**Logic cells by family**

Bar = 100 um.
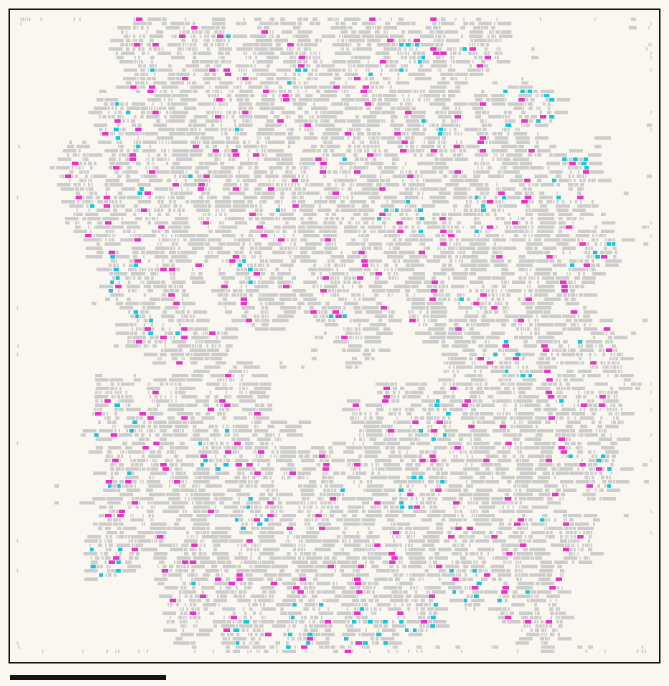
**Sequential cells grouped by signal name**

Bar = 100 um. Other sequential cells in the stronger gray, the rest of the logic in the fainter gray.
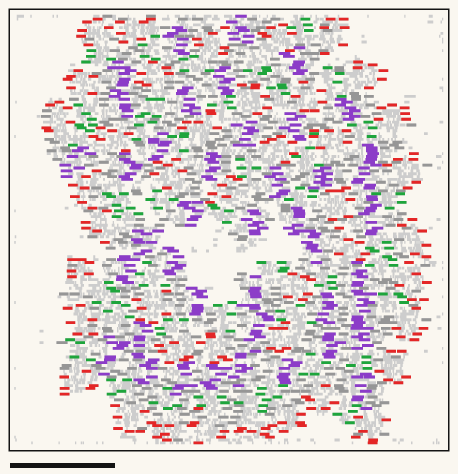
**Cells colored by class**

Bar = 100 um.
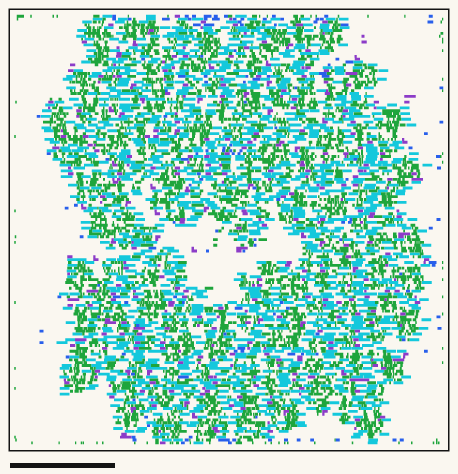
--- src/rtl/tx_e1_demux.sv ---
// Transmit E1 tributary demux: slots the 3-lane {Dv,Dat} stream into per-channel
// elastic buffers and regenerates gapped E1 data/clock pairs. Sticky flags: TX_E1_STAT_EN.
module tx_e1_demux #(
  parameter int D_W    = 42,
  parameter int BUF_AW = 3
) (
  input  logic           Ck,
  input  logic           Rs,
  input  logic [3:0]     E1_MFI,
  input  logic [5:0]     Dv_Dat,
  input  logic           Err_Clr,
  output logic [D_W-1:0] E1_Out_Dat,
  output logic [D_W-1:0] E1_Out_Ck,
  output logic [D_W-1:0] E1_Ovf,
  output logic [D_W-1:0] E1_Udf
);

  localparam int DEPTH = 2 ** BUF_AW;
  localparam int HALF  = DEPTH / 2;
  localparam int HI    = DEPTH - 2;
  localparam int LO    = 2;
  localparam logic [BUF_AW:0] FULL_LVL = DEPTH[BUF_AW:0];
  localparam logic [BUF_AW:0] HALF_LVL = HALF[BUF_AW:0];
  localparam logic [BUF_AW:0] HI_LVL   = HI[BUF_AW:0];
  localparam logic [BUF_AW:0] LO_LVL   = LO[BUF_AW:0];

  typedef enum logic {IDLE, RUN} state_t;

  logic [3:0] mfi_q;
  logic [5:0] dv_dat_q;

  always_ff @(posedge Ck or negedge Rs) begin
    if (!Rs) begin
      mfi_q    <= '0;
      dv_dat_q <= '0;
    end else begin
      mfi_q    <= E1_MFI;
      dv_dat_q <= Dv_Dat;
    end
  end

`ifndef TX_E1_STAT_EN
  logic unused_err_clr;
  assign unused_err_clr = Err_Clr;
`endif

  for (genvar j = 0; j < D_W; j++) begin : g_ch
    localparam int LANE = j / 14;
    localparam int SLOT = j % 14;

    logic              wr_en, wr_dat, full, wr_ok;
    logic [BUF_AW-1:0] wp, rp;
    logic [BUF_AW:0]   fill;
    logic              mem [DEPTH];
    state_t            state, nxt_state;
    logic [5:0]        cnt, nxt_cnt, per, nxt_per;
    logic              pop, udf_set, ck_rise, ck_fall;
    logic              dat_q, ck_q;

    assign wr_en  = dv_dat_q[2*LANE+1] && (mfi_q == SLOT[3:0]);
    assign wr_dat = dv_dat_q[2*LANE];
    // A full buffer drops the incoming bit even if a pop happens on the same edge.
    assign full   = (fill == FULL_LVL);
    assign wr_ok  = wr_en && !full;

    always_ff @(posedge Ck) begin
      if (wr_ok) mem[wp] <= wr_dat;
    end

    always_comb begin
      nxt_state = state;
      nxt_cnt   = cnt;
      nxt_per   = per;
      pop       = 1'b0;
      udf_set   = 1'b0;
      ck_rise   = 1'b0;
      ck_fall   = 1'b0;
      case (state)
        IDLE: begin
          if (fill >= HALF_LVL) begin
            nxt_state = RUN;
            nxt_cnt   = '0;
          end
        end
        RUN: begin
          if (cnt == 6'd0) begin
            ck_fall = 1'b1;
            if (fill == '0) begin
              udf_set   = 1'b1;
              nxt_state = IDLE;
            end else begin
              // Period trims the line rate to steer the fill back toward half.
              pop     = 1'b1;
              nxt_cnt = 6'd1;
              if (fill >= HI_LVL)      nxt_per = 6'd37;
              else if (fill <= LO_LVL) nxt_per = 6'd39;
              else                     nxt_per = 6'd38;
            end
          end else begin
            if (cnt == per - 6'd1) nxt_cnt = '0;
            else                   nxt_cnt = cnt + 6'd1;
            if (cnt == {1'b0, per[5:1]}) ck_rise = 1'b1;
          end
        end
        default: nxt_state = IDLE;
      endcase
    end

    always_ff @(posedge Ck or negedge Rs) begin
      if (!Rs) begin
        state <= IDLE;
        cnt   <= '0;
        per   <= 6'd38;
        wp    <= '0;
        rp    <= '0;
        fill  <= '0;
        dat_q <= 1'b0;
        ck_q  <= 1'b0;
      end else begin
        state <= nxt_state;
        cnt   <= nxt_cnt;
        per   <= nxt_per;
        if (wr_ok) wp <= wp + 1'b1;
        if (pop) begin
          rp    <= rp + 1'b1;
          dat_q <= mem[rp];
        end
        if (ck_fall)      ck_q <= 1'b0;
        else if (ck_rise) ck_q <= 1'b1;
        case ({wr_ok, pop})
          2'b10:   fill <= fill + 1'b1;
          2'b01:   fill <= fill - 1'b1;
          default: fill <= fill;
        endcase
      end
    end

    assign E1_Out_Dat[j] = dat_q;
    assign E1_Out_Ck[j]  = ck_q;

`ifdef TX_E1_STAT_EN
    logic ovf_q, udf_q;

    // A new error on the same edge as Err_Clr keeps the flag set.
    always_ff @(posedge Ck or negedge Rs) begin
      if (!Rs) begin
        ovf_q <= 1'b0;
        udf_q <= 1'b0;
      end else begin
        if (wr_en && full) ovf_q <= 1'b1;
        else if (Err_Clr)  ovf_q <= 1'b0;
        if (udf_set)       udf_q <= 1'b1;
        else if (Err_Clr)  udf_q <= 1'b0;
      end
    end

    assign E1_Ovf[j] = ovf_q;
    assign E1_Udf[j] = udf_q;
`else
    logic unused_flags;
    assign unused_flags = udf_set;
    assign E1_Ovf[j]    = 1'b0;
    assign E1_Udf[j]    = 1'b0;
`endif
  end

endmodule
--- config.mk ---
export PLATFORM = sky130hd
export DESIGN_NAME = tx_e1_demux
export DESIGN_NICKNAME = d
export VERILOG_FILES = /design/src/rtl/tx_e1_demux.sv
export SDC_FILE = /design/constraint.sdc
export NUM_CORES = 2
export LEC_CHECK = 0
export CAP_MARGIN = 40
export CORE_AREA = 4 4 412 414
export CTS_BUF_LIST = sky130_fd_sc_hd__clkbuf_2 sky130_fd_sc_hd__clkbuf_4 sky130_fd_sc_hd__clkbuf_8
export CTS_CLUSTER_SIZE = 14
export DETAILED_ROUTE_END_ITERATION = 10
export DIE_AREA = 0 0 416 418
export SETUP_SLACK_MARGIN = 0.3
export SYNTH_ARGS = -nofsm -noshare
export SYNTH_HDL_FRONTEND = slang
export SYNTH_SLANG_ARGS = --single-unit
--- constraint.sdc ---
create_clock -name Ck -period 4 [get_ports Ck]
set_clock_uncertainty 0.15 [all_clocks]
set_input_delay 1.2 -clock Ck [delete_from_list [all_inputs] [get_ports Ck]]
set_output_delay 1.2 -clock Ck [all_outputs]
set_load 0.01 [all_outputs]
==> impl_metrics.ini <==
; synthesis and place-and-route metrics
[clock_network]
tritoncts_clock_tree = built
cts-buffers-inserted = 214
cts.htree.levels = 4

[final_timing]
final_number_of_setup_violating_endpoints = 0
timing.final.max_slew_violations = 0
slew_headroom_pct = 39.60
achievable-frequency_mhz = 298.2
worst-slew-pin-transition_ps = 906.0
hold_viol = 0
period_minus_slack_ps = 3353

[logic_synthesis]
largest_cells_by_area_after_synthesis = dfrtp_1 32%, edfxtp_1 15%, ha_1 6.4%, xor2_1 4.4%, xnor2_1 3.3%
postSynthCellCount = 6113
synthArstFlopShare_pct = 72.64
yosys_cells = 6113
number_of_enable_type_register_cells_in_the_synthesized_netlist = 336

[global_route]
gr-usage-all-layers_pct = 14.67
gr-total-overflow = 0

[min_path]
endpoint_with_the_worst_hold_slack = g_ch[1].dat_q

[power]
power.static_leakage_nw = 30.37
power_density_nw_per_um2 = 751.9

[critical_path]
critical_path.slowest_cell = clkdlybuf4s50_1
cell_count_of_the_worst_reg_to_reg_path = 10
critical_path.cell_chain = clkdlybuf4s50_1
timing.critical_path.required_ps = 2650
r2r-start = g_ch[16].cnt[3]

[run_status]
run_status = finished clean

[die]
die_h_um = 418
placement_rows = 150
initCoreUtil_pct = 39.78

[final_layout]
fraction_of_final_layout_cells_with_drive_strength_greater_than_1_pct = 12.62

[routing]
detail_route.wl_per_cell_um = 14.76
first_pass_iters = 7
dr.first_iter.drc_count = 2490

[job]
warning_count = 116
-- 'logic cells by family' (at the start) --
- AND-OR and OR-AND gates: cyan (cells 164; where spread over the die)
- adder and majority cells: magenta (cells 336; where spread over the die)

-- 'sequential cells grouped by signal name' (at the start) --
- g_ch.fill: green (flops 168)
- g_ch.mem: purple (flops 336)
- g_ch.cnt: red (flops 252; where spread over the die)

-- 'cells colored by class' (at the start) --
- all other logic: green (cells 4594; share of their area 45%)
- other buffers and delay cells: blue (cells 151; share of their area 2.2%)
- clock drivers and dummy loads: purple (cells 405; share of their area 6.7%)
- flip-flops: cyan (cells 1228; share of their area 46%)

layout by cell type, fill, tap and decap left out, types with 47 or more instances in the layout:
master	netlist	layout
clkdlybuf4s50_1	0	94
nor2_1	411	411
edfxtp_1	336	336
nor4_1	70	70
nand4_1	111	111
inv_1	335	335
a211o_1	53	53
mux4_2	84	84
xnor2_1	246	246
nor3b_1	51	51
clkbuf_8	0	249
xor2_1	331	331
nor2b_1	82	82
conb_1	1	84
ha_1	336	336
o21ai_0	91	91
nand2b_1	131	131
dfrtp_1	850	847
or4b_1	72	72
nor3_1	237	237
mux2_2	107	107
a21oi_1	184	184
nand3_1	156	156
inv_2	57	57
and3_1	50	50
o21ai_1	81	81
a31oi_1	47	47
nand2_1	521	521
clkbuf_4	0	71
timing repair:
action / CTS / global route
endpoints found under the hold margin: 3 / 0
hold buffers: 1 / 0
setup buffers: 0 / 0
registers in the layout, indices dropped and copies added, names as in the netlist:
| register | flops |
|---|---|
| g_ch.mem | 336 |
| g_ch.cnt | 252 |
| g_ch.fill | 168 |
| g_ch.rp | 126 |
| g_ch.wp | 126 |
| g_ch.per | 84 |
| g_ch.ck_q | 42 |
| g_ch.dat_q | 42 |
| g_ch.state | 42 |
| dv_dat_q | 6 |
| mfi_q | 4 |
layout make-up:
type	instances	area [um2]	share of cell area [%]
Sequential cell	1228	32470	44.20
Antenna cell	2	5.005	0.006812
Inverter	392	1471	2.003
Clock inverter	85	762.0	1.037
Multi-Input combinational cell	4202	30460	41.46
Tap cell	2204	2758	3.753
Clock buffer	320	3960	5.390
Timing Repair Buffer	151	1579	2.149
cell families (layout without fill, tap and decap cells):
logic type	count (synthesis)	count (layout)	share of synthesized area [%]
xor gates and xnor gates	577	577	7.640
DFF	1228	1228	49.08
adders and majority gates	336	336	6.355
other	1	86	0.005669
AOI/OAI and AO/OA	797	797	8.387
and+or+nand+nor	2164	2164	17.67
muxes	244	244	5.500
buffers and inverters	766	948	5.366
report_power, final:
| part | total (mW) | switching, mW | internal, mW |
|---|---|---|---|
| Clock | 12.4 | 5.31 | 7.13 |
| Sequential | 22.7 | 5.99 | 16.7 |
| Combinational | 20.1 | 9.91 | 10.2 |
layer usage:
metal	part of all wire, %	global-route usage, %	up-vias
li1	-	-	21850
met1	46	19.28	21380
met2	47	24.09	598
met3	4.0	2.938	211
met4	2.8	5.370	0
met5	0	0	-
stage by stage:
| step | hold WS [ps] | worst slack, ps | cells | power, mW | area, um2 |
|---|---|---|---|---|---|
| final | 328.8 | 646.7 | 8584 | 55.24 | 73470 |
| after detailed placement | 324.7 | 852.2 | 8176 | 43.21 | 68730 |
| after global routing | 346.3 | 470.4 | 8583 | 60.28 | 73470 |
| after floorplan | 301.0 | 1014 | 6196 | 38.64 | 66460 |
| after global placement | 315.5 | 903.5 | 8173 | 42.46 | 68670 |
| after CTS | 338.3 | 468.8 | 8582 | 56.14 | 73470 |
Power is estimated from default activity; no workload was simulated.
